==> config.mk <==
export PLATFORM = sky130hd
export DESIGN_NAME = flappy_game_ctrl_flat
export DESIGN_NICKNAME = d
export VERILOG_FILES = /design/src/rtl/flappy_game_ctrl_if.sv /design/src/rtl/flappy_game_ctrl.sv /design/src/flat_wrapper.sv
export SDC_FILE = /design/constraint.sdc
export NUM_CORES = 1
export LEC_CHECK = 0
export CAP_MARGIN = 20
export CORE_MARGIN = 4
export CORE_UTILIZATION = 59
export DETAILED_ROUTE_END_ITERATION = 7
export PLACE_DENSITY_LB_ADDON = 0.25
export SLEW_MARGIN = 20
export SYNTH_ARGS = -nofsm -noshare
export SYNTH_HDL_FRONTEND = slang
export SYNTH_SLANG_ARGS = --single-unit
==> constraint.sdc <==
create_clock -name i_clk -period 5.5 [get_ports i_clk]
set_clock_uncertainty 0.15 [all_clocks]
set_input_delay 0.55 -clock i_clk [delete_from_list [all_inputs] [get_ports i_clk]]
set_output_delay 0.55 -clock i_clk [all_outputs]
set_load 0.005 [all_outputs]
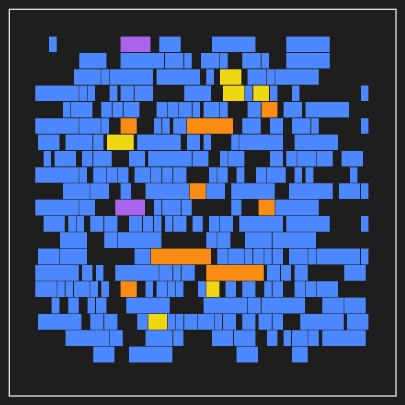
(run_1/drive_strength.png)
Drawn at 6 px/um.
colour	size	cells
purple	drive 6 and up	2
orange	drive 3 to 4	8
yellow	drive 2	6
blue	drive 1 or less	218
Design Area, Final: 0.00208 mm^2
final worst slack: 2.89 ns

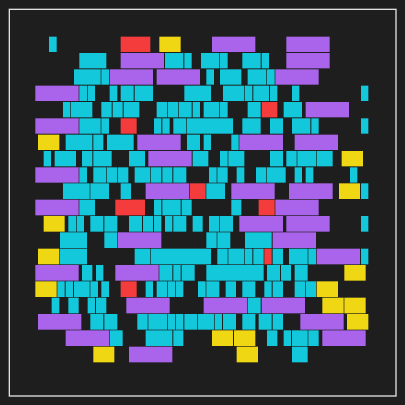
(run_1/cell_classes.png)
Drawn at 6 px/um.
colour	class	cells	share of their area
purple	flip-flops	35	35%
cyan	all other logic	175	54%
yellow	other buffers and delay cells	16	7.9%
red	clock drivers and dummy loads	8	3.4%
flop share of the area: 33.7%
total core area: 0.00303 mm^2

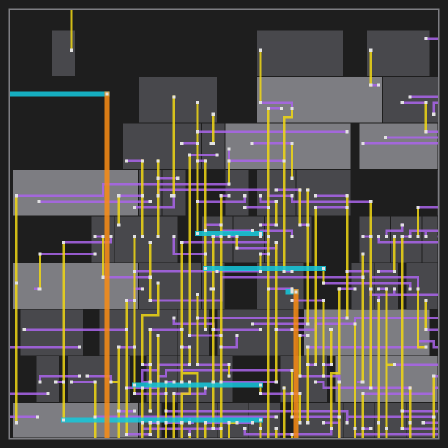
(run_1/zoom.png)
Window x 4 to 29, y 36 to 61 um. Cells in grey, sequential cells in the stronger grey; small squares are vias.
colour	layer
cyan	met3
orange	met4
purple	met1
yellow	met2
cells with their middle in the window	50
most frequent	dfxtp_1 (8), a21oi_1 (4), nor2_1 (4)
sequential cells in the window	8

==> CHANGELOG.md, run 1 <==
## Implementation

* Critical Path Slowest Stage Cell: a2111oi_4
* RSZ-0062 raised after global routing: no
* Largest net degree at the start of global routing at 24
* Most frequent logic cells in the routed design: dfxtp_1, nor2_1, nand2_1
* Seq cells at 35
* Worst path depth at 6
* Worst slew pin tran at 0.803 ns
* Yosys top cell area share at 37.6%
* Post-CTS setup buffers at 0
* Comb pwr share at 34.8%
* P_leak at 0.726 nW
* Ys async rst share at 0%
* Clock network area share at around 3.3%
* Max frequency at 383 MHz
* Adder share at 6.04%
* Reg2Reg Setup Slack at around 3 ns
* Most Crowded Layer GR: met2
* I/O Buffers at 16
* Row count at 20
* # IOs at 24
* Nets at 246
* Final slew viol count at 0
* Reg2Reg Depth at 7
* Number of tapcells at 44
* Clock sink total at 35
* Largest register FFs at 11
* Placer congestion estimate at 0.866
* Dominant combinational family: simple AND/OR/NAND/NOR gates
* Initial antenna violation count at 0
* Vias in the first global route at 1424
* Status: complete, no violations
* Routed WL per cell at 12.5 um
* Via count at 1543
* Ys flops at 35
* Area Growth Syn to Fin at 11.7%
* Crit end category: flip-flop
* Htree depth at 2
* First-pass GRT wire length at 6140 um
* YS chip area at 0.00186 mm^2
* CLK BUF at 8
* Hold Slack at 0.287 ns
* Hold Crit Class: flip-flop to flip-flop
* Share of cells above drive strength 1 at 6.84%
* Layout Utilization at 68.8%
* Dpl ws at approximately 2.5 ns
* Worst slew margin relative to its limit at 45.1%
* Total GRT Usage at approximately a fifth
* Count of tool warnings at 30
* Synth Seq Share at between 30% and 40%
* Worst Path Buf+Inv at 1
* Mux cell area share at roughly 1.1%
* Cell Pwr Density at 330 mW/mm^2
* Power in the clock group at 157 uW
* Logic share of the area at 51.3%
* Sw Share at ~36%
* Worst path max stage delay at 0.53 ns
* Average cell area after synthesis at 8.47 um^2
* Nonclk inv count at 8
* # resized after CTS at 0
* Met2 usage at between 20 and 30%
* Clk root buf: clkbuf_4
* Comb_multi_in at 167
* Final Hold Viols at 0
* Met1 Use GR at 23.9%
* Clock buffer depth at 2
* Max-cap violations at 0
* Simple-Gate Area Share at 25.5%
* Crit Path Max Fanout at 10
* WL met1 at 1670 um
* Period minus WS final at 2.61 ns
* Synth area leader: dfxtp_1
* Setup TNS Final at 0 ns
* Yosys aoi share at between 10% and 20%
* P_sw at 245 uW
* Gate Count Post-Synth at 220
* Die area at 0.00412 mm^2
* ANT cells at 0
* Pwr Total at just under 700 uW
* Met3 WL post-DR at 158 um
* Clk pwr share at between 20% and 30%
* Drt pass-1 iters at 4
* Met3 GRT Util at between 4 and 5%
* Register cell area after layout at 701 um^2
* Met2 wire length at 1570 um
* FP Core Util at 61.6%
* DRC violations left at 0
* DP Area at 0.00201 mm^2
* XOR Share, Synth at under 10%
* Post-route antenna net violation count at 0
* Data required time of the worst path at between 5 and 6 ns
* Non-Filler Instances at around 280
* Mapped Area at 0.00186 mm^2
* Setup CP Type: primary input to flip-flop
* Hold depth at 2
* Reg clk slew, reported paths at 0.10 ns
* Sequential power at around 290 uW
* VDD IR max at just under 0.3 mV
* Layout fillers at 259
==> run 1 -> run 2 <==
CORE_UTILIZATION = 54   (was 59)
clock period = 2.47 ns   (was 5.5 ns; I/O delays follow)
==> run 2 against run 1 <==
  * Cell count rose by 5.4%
  * Die size rose by 8.1%
  * First-iteration DRC count fell by 45%
  * Critical endpoint unchanged
  * Sequential share of layout area fell by 1.5 points
  * Setup slack got worse by 2.8 ns
  * Highest routed layer unchanged
  * Clock power rose by 130%
  * Total power rose by 130%
  * Critical path type is now flip-flop to flip-flop
  * Routed wire length rose by 2.0%
==> CHANGELOG.md, run 2 <==
## Implementation

* Status: complete, no violations
* DRC violations left at 0
* DIE HEIGHT at 66.8 um
* VDD IR max at 0.530 mV
* Largest net degree at the start of global routing at 16
* Logic share of the area at 48.9%
* CP Cell Sequence: inv_1 -> ha_1 -> and2_1 -> a2111oi_4 -> o2111ai_4 -> or4_1 -> a21oi_1
* # IOs at 24
* Clock sink total at 35
* Post-CTS setup buffers at 0
* Total wire length at 3540 um
* YS chip area at 0.00186 mm^2
* Reg clk slew, reported paths at 0.10 ns
* Seq cells at 35
* WL met1 at 1730 um
* Power in the clock group at 356 uW
* Pwr Total at 1.60 mW
* Yosys top cell area share at about 38%
* Drt pass-1 iters at 4
* Final slew viol count at 0
* Met1 Use GR at approximately a quarter
* Crit end category: flip-flop
* Worst slew pin tran at 0.532 ns
* Main flop type: dfxtp_1
* Startpoint Class: flip-flop
* Ys flops at 35
* I/O Buffers at 16
* Crit Path Max Fanout at 7
* CTS tree: done
* Count of tool warnings at 30
* Number of tapcells at between 40 and 50
* Die Wd at 66.8 um
* Comb_multi_in at 167
* Most frequent logic cells in the routed design: dfxtp_1, nor2_1, nand2_1
* Dominant combinational family: simple AND/OR/NAND/NOR gates
* Met3 WL post-DR at 173 um
* Max-area cell class: logic gates
* Adder share at a little over 6%
* Register cell area after layout at 701 um^2
* Layout fillers at approximately 280
* Vias in the first global route at 1331
* Hold depth at 2
* Share of cells above drive strength 1 at 11.7%
* CLK BUF at 8
* Hold Slack at 0.287 ns
* Largest register FFs at 11
* Synth Seq Share at 37.6%
* Arr. time, crit path at 2.46 ns
* Critical Path Slowest Stage Cell: or4_1
* Setup TNS Final at 0 ns
* Flop share of the area at 32.1%
* Gr ovfl total at 0
* Clk ins delay skew pair at 0.34 ns
* Clk pwr share at 22.2%
* Max-cap violations at 0
* DP Wirelength at 2690 um
* Cell Pwr Density at 734 mW/mm^2
* Most common library cells after synthesis: dfxtp_1, nor2_1, nand2_1, a21oi_1, o21ai_0
* Initial drt markers at 61
* Non-Filler Instances at 293
* Sequential power at 649 uW
* Mapped Area at 0.00186 mm^2
* Worst slew margin relative to its limit at 64.4%
* YS warnings at 0
* Dpl ws at ~0.062 ns
* P_sw at 567 uW
* Comb pwr share at 37.3%
* Commonest Layout Cell: dfxtp_1
* Top Consumer: registers
* Mux cell area share at 1.07%
* Tcrit/Tclk final at 94.3%
* Routed WL per cell at 12.1 um
* Layout Utilization at about 65%
* Setup CP Type: flip-flop to flip-flop
* Met2 usage at 25.7%
* P_comb at 598 uW
* Nonclk inv count at 8
* Die area at 0.00446 mm^2
* DR top layer: met4
* Clock network area share at 3.15%
* Yosys aoi share at between 10% and 20%
* Comb gate area at 0.00107 mm^2
* Count of hold-fix buffers inserted at cts at 0
* Count leader, synth: dfxtp_1
* CTS buffer count at 5
* CP top delay family: AND-OR/OR-AND gates
* Total core area at 0.00334 mm^2
* Clk root buf: clkbuf_4
* Via count at 1557
* Period minus WS final at 2.33 ns
* Worst path depth at 7
* Clock buffer depth at 2
* Netlist cell types at 44
* Met2 wire length at 1570 um
* Number of enable flip-flop cells at 0
* Row count at 21
* Post-route antenna net violation count at 0
* P_leak at 0.787 nW
* Ys async rst share at 0%
* Placer congestion estimate at approximately 0.8
* Reg power frac at 40.5%
* Met3 GRT Util at 6.58%
* Vias per cell at 5.31
* Setup violators final at 0
* Htree depth at 2
* Worst path max stage delay at 0.51 ns
* Total GRT Usage at 18.2%
* FP Core Util at 55.9%
* Most Crowded Layer GR: met2
* RSZ-0062 raised after global routing: no
* # resized after CTS at 0
* Simple-Gate Area Share at 25.5%
* Average cell area after synthesis at 8.47 um^2
* DP Area at 0.00211 mm^2
* Nets at 259
* Reg2Reg Depth at 7
* Cells after DPL at 285
* Hold Crit Class: flip-flop to flip-flop
* Reg2Reg Setup Slack at around 0.14 ns
* ANT cells at 0
* Final Hold Viols at 0
* Worst Path Buf+Inv at 1
* Yosys stat cell total at 220
* Max frequency at 429 MHz
* Data required time of the worst path at approximately 2.6 ns
* Layout non-clock buf frac at 11.8%
* Gate Count Post-Synth at 220
* Sw Share at ~35%
* Initial antenna violation count at 0
* Internal power at 1.04 mW
* Synth area leader: dfxtp_1
* XOR Share, Synth at 5.17%
* First-pass GRT wire length at 6070 um
* Ranking of synthesized cells by area: dfxtp_1, ha_1, a21oi_1
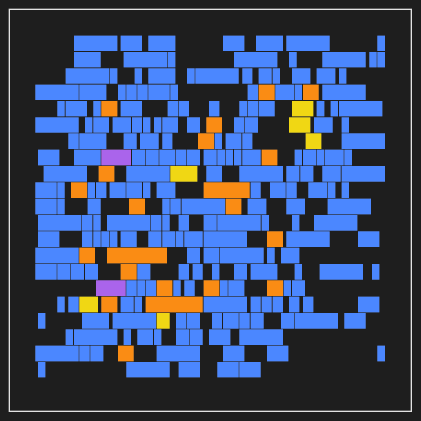
(run_2/drive_strength.png)
Drawn at 6 px/um.
colour	size	cells
yellow	drive 2	6
orange	drive 3 to 4	21
blue	drive 1 or less	218
purple	drive 6 and up	2
nonclk buf count: 29
Area Growth Syn to Fin: 17.0%
final worst slack: 0.141 ns
Design Area, Final: 0.00218 mm^2

Power figures rest on the tool's default switching activity, not on a simulated workload.
